**Routed clock nets over the placement**

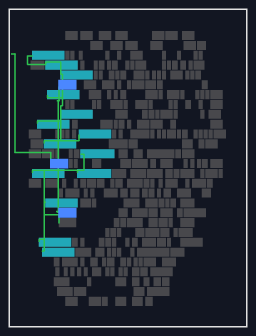
**Routing congestion**

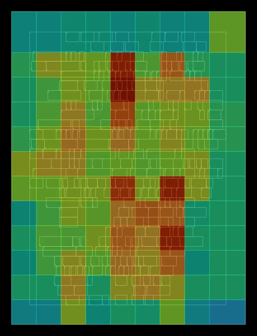
**src/rtl/uart_pkg.sv**
```systemverilog
`default_nettype none
// ---------------------------------------------------------------------------
// uart_pkg : shared state type and default sizing for uart_tx_arbiter. Rev 1.0
// ---------------------------------------------------------------------------
package uart_pkg;

  localparam int UART_NUM_REQ = 4;
  localparam int UART_DATA_W  = 8;

  typedef enum logic [1:0] {
    IDLE      = 2'd0,
    ISSUE     = 2'd1,
    WAIT_BUSY = 2'd2,
    WAIT_DONE = 2'd3
  } arb_state_t;

endpackage
`default_nettype wire

```
**src/rtl/rr_arbiter.sv**
```systemverilog
`default_nettype none
// ---------------------------------------------------------------------------
// rr_arbiter : one-hot round-robin pick, search from last_grant+1 upward. Rev 1.0
// ---------------------------------------------------------------------------
module rr_arbiter #(
  parameter int NUM_REQ = 4
) (
  input  logic [NUM_REQ-1:0]         req,
  input  logic [$clog2(NUM_REQ)-1:0] last_grant,
  output logic [NUM_REQ-1:0]         grant
);

  localparam int ID_W = $clog2(NUM_REQ);

  logic [ID_W:0]   w_sum;
  logic [ID_W-1:0] w_idx;
  logic            w_found;

  always_comb begin
    grant   = '0;
    w_sum   = '0;
    w_idx   = '0;
    w_found = 1'b0;
    // One extra bit so the wrap subtraction works for non-power-of-two counts.
    for (int k = 1; k <= NUM_REQ; k++) begin
      w_sum = {1'b0, last_grant} + (ID_W+1)'(k);
      if (w_sum >= (ID_W+1)'(NUM_REQ)) begin
        w_sum = w_sum - (ID_W+1)'(NUM_REQ);
      end
      w_idx = w_sum[ID_W-1:0];
      if (!w_found && req[w_idx]) begin
        grant[w_idx] = 1'b1;
        w_found      = 1'b1;
      end
    end
  end

endmodule
`default_nettype wire

```
**src/rtl/uart_tx_arbiter.sv**
```systemverilog
`default_nettype none
// ---------------------------------------------------------------------------
// uart_tx_arbiter : N requesters share one UART TX; packet lock via UART_ARB_LOCK_EN. Rev 1.0
// ---------------------------------------------------------------------------
module uart_tx_arbiter
  import uart_pkg::*;
#(
  parameter int NUM_REQ = UART_NUM_REQ,
  parameter int DATA_W  = UART_DATA_W
) (
  input  logic                        clk,
  input  logic                        rst_n,
  input  logic [NUM_REQ-1:0]          req_valid,
  input  logic [NUM_REQ*DATA_W-1:0]   req_data,
  input  logic [NUM_REQ-1:0]          req_last,
  output logic [NUM_REQ-1:0]          req_ready,
  output logic [DATA_W-1:0]           tx_data,
  output logic                        tx_start,
  input  logic                        tx_busy,
  output logic [$clog2(NUM_REQ)-1:0]  grant_id,
  output logic                        idle
);

  localparam int ID_W = $clog2(NUM_REQ);

  arb_state_t         state_q, state_d;
  logic [ID_W-1:0]    last_grant_q, last_grant_d;
  logic [ID_W-1:0]    grant_id_q, grant_id_d;
  logic [DATA_W-1:0]  tx_data_q, tx_data_d;
  logic [NUM_REQ-1:0] w_elig;
  logic [NUM_REQ-1:0] w_grant;
  logic [ID_W-1:0]    w_idx;
  logic [DATA_W-1:0]  w_byte;
  logic               w_hs;

`ifdef UART_ARB_LOCK_EN
  logic lock_q, lock_d;
  logic w_last;
  // While a packet is open only the requester that opened it is eligible.
  assign w_elig = lock_q ? (req_valid & (NUM_REQ'(1) << last_grant_q)) : req_valid;
`else
  logic w_unused_last;
  assign w_elig        = req_valid;
  assign w_unused_last = ^req_last;
`endif

  rr_arbiter #(
    .NUM_REQ    (NUM_REQ)
  ) u_rr (
    .req        (w_elig),
    .last_grant (last_grant_q),
    .grant      (w_grant)
  );

  always_comb begin
    w_idx  = '0;
    w_byte = '0;
`ifdef UART_ARB_LOCK_EN
    w_last = 1'b0;
`endif
    for (int i = 0; i < NUM_REQ; i++) begin
      if (w_grant[i]) begin
        w_idx  = ID_W'(i);
        w_byte = req_data[i*DATA_W +: DATA_W];
`ifdef UART_ARB_LOCK_EN
        w_last = req_last[i];
`endif
      end
    end
  end

  // rst_n gates the strobe so no handshake is signalled while flops are held.
  assign w_hs = rst_n && (state_q == IDLE) && !tx_busy && (|w_elig);

  always_comb begin
    state_d      = state_q;
    last_grant_d = last_grant_q;
    grant_id_d   = grant_id_q;
    tx_data_d    = tx_data_q;
    req_ready    = '0;
    tx_start     = 1'b0;
`ifdef UART_ARB_LOCK_EN
    lock_d       = lock_q;
`endif
    case (state_q)
      IDLE: begin
        if (w_hs) begin
          req_ready    = w_grant;
          state_d      = ISSUE;
          last_grant_d = w_idx;
          grant_id_d   = w_idx;
          tx_data_d    = w_byte;
`ifdef UART_ARB_LOCK_EN
          lock_d       = !w_last;
`endif
        end
      end
      ISSUE: begin
        tx_start = 1'b1;
        state_d  = WAIT_BUSY;
      end
      WAIT_BUSY: begin
        if (tx_busy) state_d = WAIT_DONE;
      end
      WAIT_DONE: begin
        if (!tx_busy) state_d = IDLE;
      end
      default: state_d = IDLE;
    endcase
  end

  always_ff @(posedge clk or negedge rst_n) begin
    if (!rst_n) begin
      state_q      <= IDLE;
      last_grant_q <= ID_W'(NUM_REQ-1);
      grant_id_q   <= '0;
      tx_data_q    <= '0;
    end else begin
      state_q      <= state_d;
      last_grant_q <= last_grant_d;
      grant_id_q   <= grant_id_d;
      tx_data_q    <= tx_data_d;
    end
  end

`ifdef UART_ARB_LOCK_EN
  always_ff @(posedge clk or negedge rst_n) begin
    if (!rst_n) lock_q <= 1'b0;
    else        lock_q <= lock_d;
  end
`endif

  assign tx_data  = tx_data_q;
  assign grant_id = grant_id_q;
  assign idle     = (state_q == IDLE);

endmodule
`default_nettype wire

```
**config.mk**
```make
export PLATFORM = sky130hd
export DESIGN_NAME = uart_tx_arbiter
export DESIGN_NICKNAME = d
export VERILOG_FILES = /design/src/rtl/uart_pkg.sv /design/src/rtl/rr_arbiter.sv /design/src/rtl/uart_tx_arbiter.sv
export SDC_FILE = /design/constraint.sdc
export NUM_CORES = 1
export LEC_CHECK = 0
export ABC_AREA = 1
export CAP_MARGIN = 25
export CORE_ASPECT_RATIO = 1.4
export CORE_MARGIN = 5
export CORE_UTILIZATION = 34
export DETAILED_ROUTE_END_ITERATION = 10
export GPL_TIMING_DRIVEN = 0
export PLACE_DENSITY = 0.68
export RECOVER_POWER = 50
export SYNTH_ARGS = -nofsm -noshare
export SYNTH_HDL_FRONTEND = slang
export SYNTH_SLANG_ARGS = --single-unit
```
**constraint.sdc**
```tcl
create_clock -name clk -period 2.4 [get_ports clk]
set_input_delay 0.6 -clock clk [delete_from_list [all_inputs] [get_ports clk]]
set_output_delay 0.6 -clock clk [all_outputs]
set_load 0.005 [all_outputs]
```
==> impl_metrics.toml <==
# physical design summary
[run_status]
run_status = "finished, violations left"
failed_checks = "negative setup slack"

[logic_synthesis]
syn-mean-instance-area_sq_um = 6.60
synthesis.instances = 220
synth.cell_area_sq_um = 1450
numSynthFlops = 14
unique_cell_types = 25
async_flop_share_pct = 100
postSynthNetCount = 275
ff_type = "sky130_fd_sc_hd__dfrtp_1"

[routing]
vias = 1613
avg_vias_per_cell = 4.73
met2WireLength_um = 2190
detail_route.drc_violations = 0
detailedRoute.firstIterationViolations = 76
route.met3.wl_um = 133

[layout]
antenna_cells_inserted = 0
mostFrequentLayoutCells = "sky130_fd_sc_hd__nand2_1, sky130_fd_sc_hd__clkdlybuf4s50_1, sky130_fd_sc_hd__inv_1"
stdcell_count = 341
final_common_cell = "sky130_fd_sc_hd__nand2_1"

[placement]
place_congestion = 0.782

[clocking]
cts_tree = "done"
max-clock-path-buffers = 2

[global_route]
antenna_found_initial = 0
use_met3_pct = 1.81

[min_path]
path_category_of_the_worst_min_delay_check = "in2async"

[worst_setup_path]
worstRegToRegCells = 16
worstSetupEndpoint = "req_ready[1]"
worst-r2r-setup-slack_ns = 0.09
critical_path.startpoint_type = "register"
r2r-end = "tx_data[7]"

[sta]
fin_ws_ns = -0.311
timing.final.crit_period_ns = 2.71
finalClockSkew_ns = 0.00170
hold_viol = 0
setup_viol = 4
maxSlewHeadroom_pct = 75.7
setup_total_negative_slack_ns = -1.01

[flow_run]
tool_warnings = 42
max_cap_viols = 0

[die]
number_of_ports_placed_on_the_die_boundary = 59
die_y_um = 87.3

[power]
power_density_nw_per_um2 = 1510
ir_worst_vdd_mv = 0.596
-- 'routed clock nets over the placement' (at the start) --
[clock wires] green | length: 199 um
[flip-flops] cyan | count: 14
[clock-net drivers] blue | count: 3
routed clock nets	4

-- 'routing congestion' (at the start) --
end-of-flow core utilization: 56.3%
global-route usage over all layers: 15.2%

-- metrics by stage --
step / utilization (%) / worst slack [ns] / hold WS, ns
5_1_grt: 56.3 / -0.396 / 0.373
2_1_floorplan: - / 0.00379 / 0.304
3_5_place_dp: 49.6 / -1.52 / 0.467
6_report: 56.3 / -0.311 / 0.349
3_3_place_gp: 49.6 / -1.51 / 0.463
4_1_cts: 55.8 / -0.293 / 0.357
-- registers in the layout, summed over array words and instances (netlist names) --
name,count
tx_data,8
grant_id,2
last_grant_q,2
state_q,2
-- cells in the mapped netlist, types with 2 or more instances --
cell                       instances  area share, %
sky130_fd_sc_hd__nand3_4           2            2.4
sky130_fd_sc_hd__inv_2             2           0.52
sky130_fd_sc_hd__nor2_1            3           0.78
sky130_fd_sc_hd__a21oi_1          25            8.6
sky130_fd_sc_hd__clkbuf_1          2           0.52
sky130_fd_sc_hd__nand2_2           3            1.3
sky130_fd_sc_hd__buf_8             2            2.1
sky130_fd_sc_hd__inv_1            32            8.3
sky130_fd_sc_hd__dfrtp_1          12             21
sky130_fd_sc_hd__nand3_1          19            6.6
sky130_fd_sc_hd__dfstp_2           2            3.6
sky130_fd_sc_hd__nand4_1           2           0.86
sky130_fd_sc_hd__nand2_1          85             22
sky130_fd_sc_hd__nand3_2           5            3.4
sky130_fd_sc_hd__nor2_4            2            1.6
sky130_fd_sc_hd__nand2_4           2            1.6
sky130_fd_sc_hd__ha_1             12             10
-- area by class of cell --
class	instances	area, sq um
tap	45	56.3
fill	403	1820
multi-input combinational	167	1010
clock buffer	4	55.1
buffer	3	37.5
inverter	35	149
sequential	14	353
timing repair buffer	73	681
-- critical path, cell delays in order (launching register included) --
cell and delay, ns:
sky130_fd_sc_hd__dfstp_2 0.56, sky130_fd_sc_hd__inv_4 0.05, sky130_fd_sc_hd__ha_4 0.26, sky130_fd_sc_hd__inv_4 0.07, sky130_fd_sc_hd__nand3_4 0.07, sky130_fd_sc_hd__nand2_4 0.09, sky130_fd_sc_hd__nand2_4 0.06, sky130_fd_sc_hd__nor2_4 0.16
sky130_fd_sc_hd__buf_6 0.12, sky130_fd_sc_hd__nand2_4 0.04, sky130_fd_sc_hd__nand3_4 0.11, sky130_fd_sc_hd__inv_6 0.05, sky130_fd_sc_hd__nor2_4 0.11, sky130_fd_sc_hd__buf_2 0.12
-- cell families (layout without fill, tap and decap cells) --
| group | count (synthesis) | after routing | share of synthesized area (%) |
|---|---|---|---|
| adder cells (fa/ha/maj) | 12 | 12 | 10.3 |
| flip-flops | 14 | 14 | 24.3 |
| buffers and inverters | 39 | 115 | 12.0 |
| AND/OR/NAND/NOR | 125 | 125 | 42.3 |
| AND-OR/OR-AND | 30 | 30 | 11.0 |
-- power by group --
group,switching (mW),leakage (nW),internal (mW),total [mW]
combinational,1.60,1.07,1.28,2.89
sequential,0.0677,0.173,0.353,0.421
clock,0.0824,0.0288,0.145,0.228
-- timing repair --
item                       CTS  global route
hold buffers                 0             0
cloned                       0             0
setup endpoints to repair   13            12
gates resized               48             8
pin swaps                   12             3
setup buffers               19             2
Power and IR drop assume default switching activity.
